**Run 1: supply network**

Pins as bars on the die edge. Tap cells in gray.
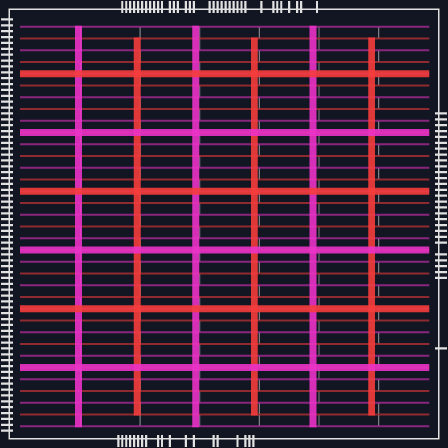
**Run 1: clock network drawn from the DEF**

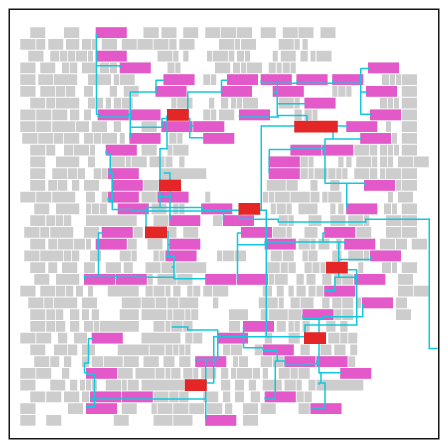
**Run 1: cell classes on the final placement**

The bar under the picture is 20 um long.
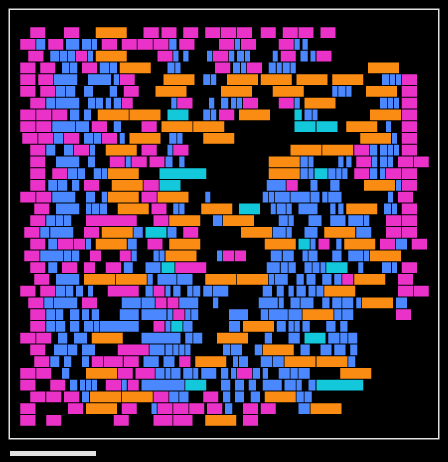
Design spi_cmd_router, sky130hd; sources not shown.
==> metrics.sh, run 1 <==
RESULT_OF_THE_RUN='completed'
CLOCK_PATH_BUFFERS=2
SWITCHINGPOWER_mW=1.59
CAP_VIOL_MAX_COUNT=0
FRACTION_OF_FINAL_LAYOUT_CELLS_SIZED_BEYOND_DRIVE_STRENGTH_1=0.0978
VIAS_PER_CELL=5.18
SYNTH.YOSYS.SEQ_AREA_SHARE=0.393
POWER.SEQUENTIAL.FRACTION=0.235
SYNTH_DOMINANT_CELL_COUNT='sky130_fd_sc_hd__dfxtp_1'
CTS_ROOT_BUFFER='sky130_fd_sc_hd__clkbuf_8'
ANTENNA_VIOLATIONS_BEFORE_REPAIR=0
SYNTH.NET_COUNT=569
SLEW_VIOLATIONS=0
GRT-OVFL-TOTAL=0
PG_CLK_uW=697
CTS-BUFFERS-INSERTED=9
GLOBAL_ROUTE_WIRE_LENGTH_BEFORE_REPAIR_UM=16300
HOLD_PATH.CLASS='reg2reg'
FINISH.CELL_COUNT_WITHOUT_FILLERS=711
DRTPASS1ITERATIONS=4
HTREE_LEVELS=3
NUM_VIAS=3681
YS_CHIP_AREA_UM2=3620
SYNTH_TOP_FLOP_CELL='sky130_fd_sc_hd__dfxtp_1'
EDF_COUNT=0
NETLIST_AREA_UM2=3620
MAXCLOCKFREQUENCY_GHz=0.300
SYNTH.YOSYS.WARNINGS=0
FLIP_FLOP_COUNT_OF_THE_LARGEST_REGISTER_ALL_COPIES_AND_WORDS_ADDED=24
ANTENNA_VIOLATING_NETS_POST_ROUTE=0
FINISH.NET_COUNT=709
PLACEDINSTANCEAREA_UM2=5230
FINAL-SETUP-VIOL-COUNT=0
CP_MAX_FO=16
PWR-SHARE-COMB=0.597
DRT-INITIAL-DRC-COUNT=99
## Picture notes: 'supply network'
VSS -> magenta
VDD -> red
signal pins = 154
rows = 34
met4 straps = 6
tap cells = 108
CORE AREA: 8760 um^2
Worst IR Drop VDD: 0.639 mV
die boundary height: 99.1 um
Chip Width: 99.1 um

## Picture notes: 'clock network drawn from the DEF'
clock drivers -> red  # count 9
clock wires -> cyan  # length 873 um
flip-flops -> magenta  # count 71
flops lie = spread over the die
Worst Skew: 0.00930 ns
Clock Power Share: 0.168
insertion delay at the late pin of the worst-skew pair: 0.35 ns

## Picture notes: 'cell classes on the final placement'
clock drivers and dummy loads -> cyan  # cells 16, share of their area 4.0%
other buffers and delay cells -> magenta  # cells 176, share of their area 32%
combinational and other logic -> blue  # cells 340, share of their area 38%
flops -> orange  # cells 71, share of their area 26%
share of the core filled with cells: 0.642
# rows: 34
final std cell area, no fill: 5620 um^2
share of cell area taken by flip-flops and latches: 0.253

[run 1: logic make-up after synthesis]
family | Yosys count | synth area share
mux | 9 | 0.0249
simple gates | 205 | 0.281
fa+ha+maj | 11 | 0.0381
flops | 71 | 0.393
xor+xnor | 4 | 0.00969
buf+inv | 56 | 0.0799
compound gates | 102 | 0.174
[run 1: per-layer routing]
layer | global-route usage | routed length (um)
met5 | 0 | 0
met4 | 0.0738 | 93
met3 | 0.0681 | 915
met2 | 0.360 | 5150
met1 | 0.226 | 3950
[run 1: critical path, cell delays in order]
cell                             delay, ns
sky130_fd_sc_hd__dlymetal6s2s_1       0.14
sky130_fd_sc_hd__buf_4                0.16
sky130_fd_sc_hd__nor2_2               0.15
sky130_fd_sc_hd__nor3_1               0.07
sky130_fd_sc_hd__a221o_1              0.39
sky130_fd_sc_hd__ha_4                 0.19
sky130_fd_sc_hd__xor2_4               0.16
sky130_fd_sc_hd__xnor2_2              0.18
sky130_fd_sc_hd__ha_4                 0.19
sky130_fd_sc_hd__bufbuf_16            0.29
sky130_fd_sc_hd__a221oi_1             0.31
sky130_fd_sc_hd__nor3_1               0.08
sky130_fd_sc_hd__a21oi_1              0.12
sky130_fd_sc_hd__nor2_1               0.05
[run 1: final cells by class]
cell class | instances | area (um^2)
Clock buffer | 9 | 124
Clock inverter | 7 | 97.6
Fill cell | 757 | 3140
Inverter | 9 | 33.8
Multi-Input combinational cell | 331 | 2030
Sequential cell | 71 | 1420
Tap cell | 108 | 135
Timing Repair Buffer | 176 | 1780
[run 1: metrics by stage]
step,power (mW),worst slack [ns],hold WS (ns)
final,4.15,0.269,0.455
after detailed placement,3.10,-0.502,0.446
after CTS,4.00,-0.00323,0.457
after floorplan,2.35,0.00556,0.437
after global routing,4.46,0.128,0.483
after global placement,3.06,-0.417,0.442
==> run 2: changes to the inputs <==
- HOLD_SLACK_MARGIN: 0.03 -> 0.06
- SLEW_MARGIN: 20 -> 30
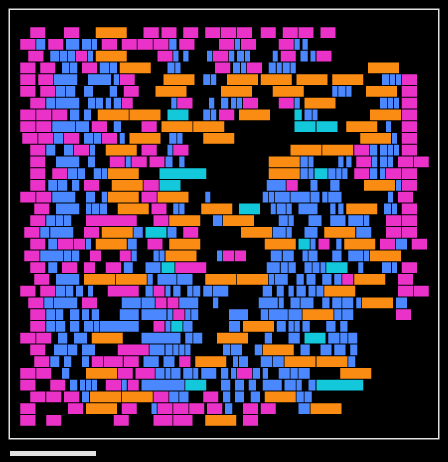
**Above:** run 2 (cell classes on the final placement).
The bar under the picture is 20 um long.
clock drivers and dummy loads -> cyan  # cells 16, share of their area 4.0%
combinational and other logic -> blue  # cells 340, share of their area 38%
other buffers and delay cells -> magenta  # cells 176, share of their area 32%
flops -> orange  # cells 71, share of their area 26%

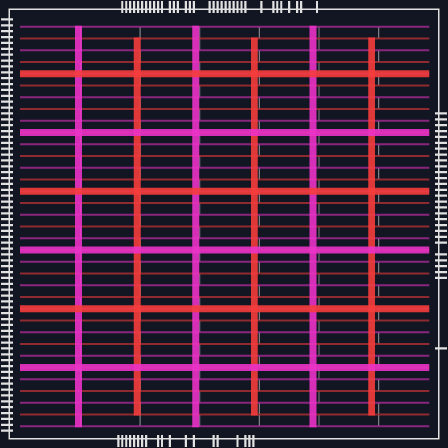
**Above:** run 2 (supply network).
Pins as bars on the die edge. Tap cells in gray.
VDD -> red
VSS -> magenta
met5 straps = 6
rows = 34
Worst IR Drop VDD: 0.639 mV

==> run 2 against run 1 <==
  * Worst setup slack barely moved
  * Global-route usage is the same
  * Wire length rose by 0.52%
  * Highest routed layer unchanged
  * Sequential power is essentially flat
  * First-iteration DRC count did not move
  * Sequential cell count unchanged
  * Core utilization did not move
  * Critical path depth did not move
  * Clock power about the same
  * Clock skew about the same
  * Cell count did not move
  * Synthesized cell count is the same
  * Critical endpoint unchanged
==> metrics.sh, run 2 <==
N_MULTI_INPUT_COMBINATIONAL_CELL=331  # unchanged
DIE-WIDTH_UM=99.1  # unchanged
ANTENNA_VIOLATIONS_BEFORE_REPAIR=0  # unchanged
DRTPASS1ITERATIONS=4  # unchanged
SYNTH_TOP_FLOP_CELL='sky130_fd_sc_hd__dfxtp_1'
RESULT_OF_THE_RUN='completed'
HTREE_LEVELS=3  # unchanged
VIAS_PER_CELL=5.19  # +0.19%
FILL_CELL_COUNT=757  # unchanged
GRT-OVFL-TOTAL=0  # unchanged
SLEW_VIOLATIONS=0  # unchanged
FRACTION_OF_FINAL_LAYOUT_CELLS_SIZED_BEYOND_DRIVE_STRENGTH_1=0.0978  # unchanged
FINISH.NET_COUNT=709  # unchanged
DIE_Y_UM=99.1  # unchanged
REGAREA_UM2=1420  # unchanged
ROUTED.TOP_LAYER='met4'
DRT-INITIAL-DRC-COUNT=99  # unchanged
LOGIC_AREA_UM2=2030  # unchanged
FINAL-SETUP-VIOL-COUNT=0  # unchanged
SEQ_SHARE=0.253  # unchanged
FIN_WORST_SKEW_NS=0.00930  # +0.000000700 ns
EDF_COUNT=0  # unchanged
DOMINANT-CELL-CLASS='combinational gates'
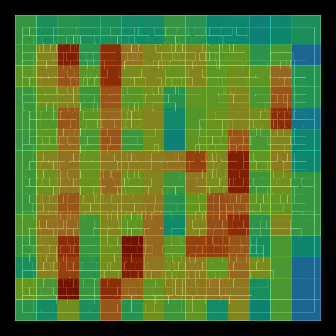
**Above:** run 2 (routing congestion map).
GRT Total Usage: 0.203
most utilized layer in the global route result: met2
Avg WL per Cell: 14.3 um
GR Util met3: 0.0681
routing usage on met2: 0.360

## run 2: critical path, cell delays in order
cell and delay [ns]:
sky130_fd_sc_hd__dlymetal6s2s_1 0.14, sky130_fd_sc_hd__buf_4 0.16, sky130_fd_sc_hd__nor2_2 0.15, sky130_fd_sc_hd__nor3_1 0.07
sky130_fd_sc_hd__a221o_1 0.39, sky130_fd_sc_hd__ha_4 0.19, sky130_fd_sc_hd__xor2_4 0.16, sky130_fd_sc_hd__xnor2_2 0.18
sky130_fd_sc_hd__ha_4 0.19, sky130_fd_sc_hd__bufbuf_16 0.29, sky130_fd_sc_hd__a221oi_1 0.31, sky130_fd_sc_hd__nor3_1 0.08
sky130_fd_sc_hd__a21oi_1 0.12, sky130_fd_sc_hd__nor2_1 0.05
## run 2: cell families (layout without fill, tap and decap cells)
kind of cell,Yosys count,in the layout,share of synthesized area
simple gates,205,205,0.281
mux,9,9,0.0249
xor+xnor,4,4,0.00969
fa+ha+maj,11,11,0.0381
compound gates,102,102,0.174
buf+inv,56,201,0.0799
flops,71,71,0.393
## run 2: through the flow
stage	std cells	cell area [um^2]	utilization	setup WS [ns]
final	711	5620	0.642	0.270
after global routing	711	5620	0.642	0.128
after CTS	711	5530	0.631	-0.00323
after detailed placement	694	5230	0.597	-0.502
after global placement	694	5230	0.597	-0.417
after floorplan	458	3620	-	0.00556
## run 2: power by group
group          switching (mW)  internal (mW)
combinational            1.21           1.27
clock                   0.307          0.391
sequential             0.0749          0.900
total                    1.59           2.56
## run 2: repair_timing
item | 4_1_cts | 5_1_grt
hold endpoints to repair | 0 | 0
resized | 8 | 16
cloned | 1 | 0
pin swaps | 3 | 3
setup endpoints to repair | 16 | 16
Power and IR drop assume default switching activity.
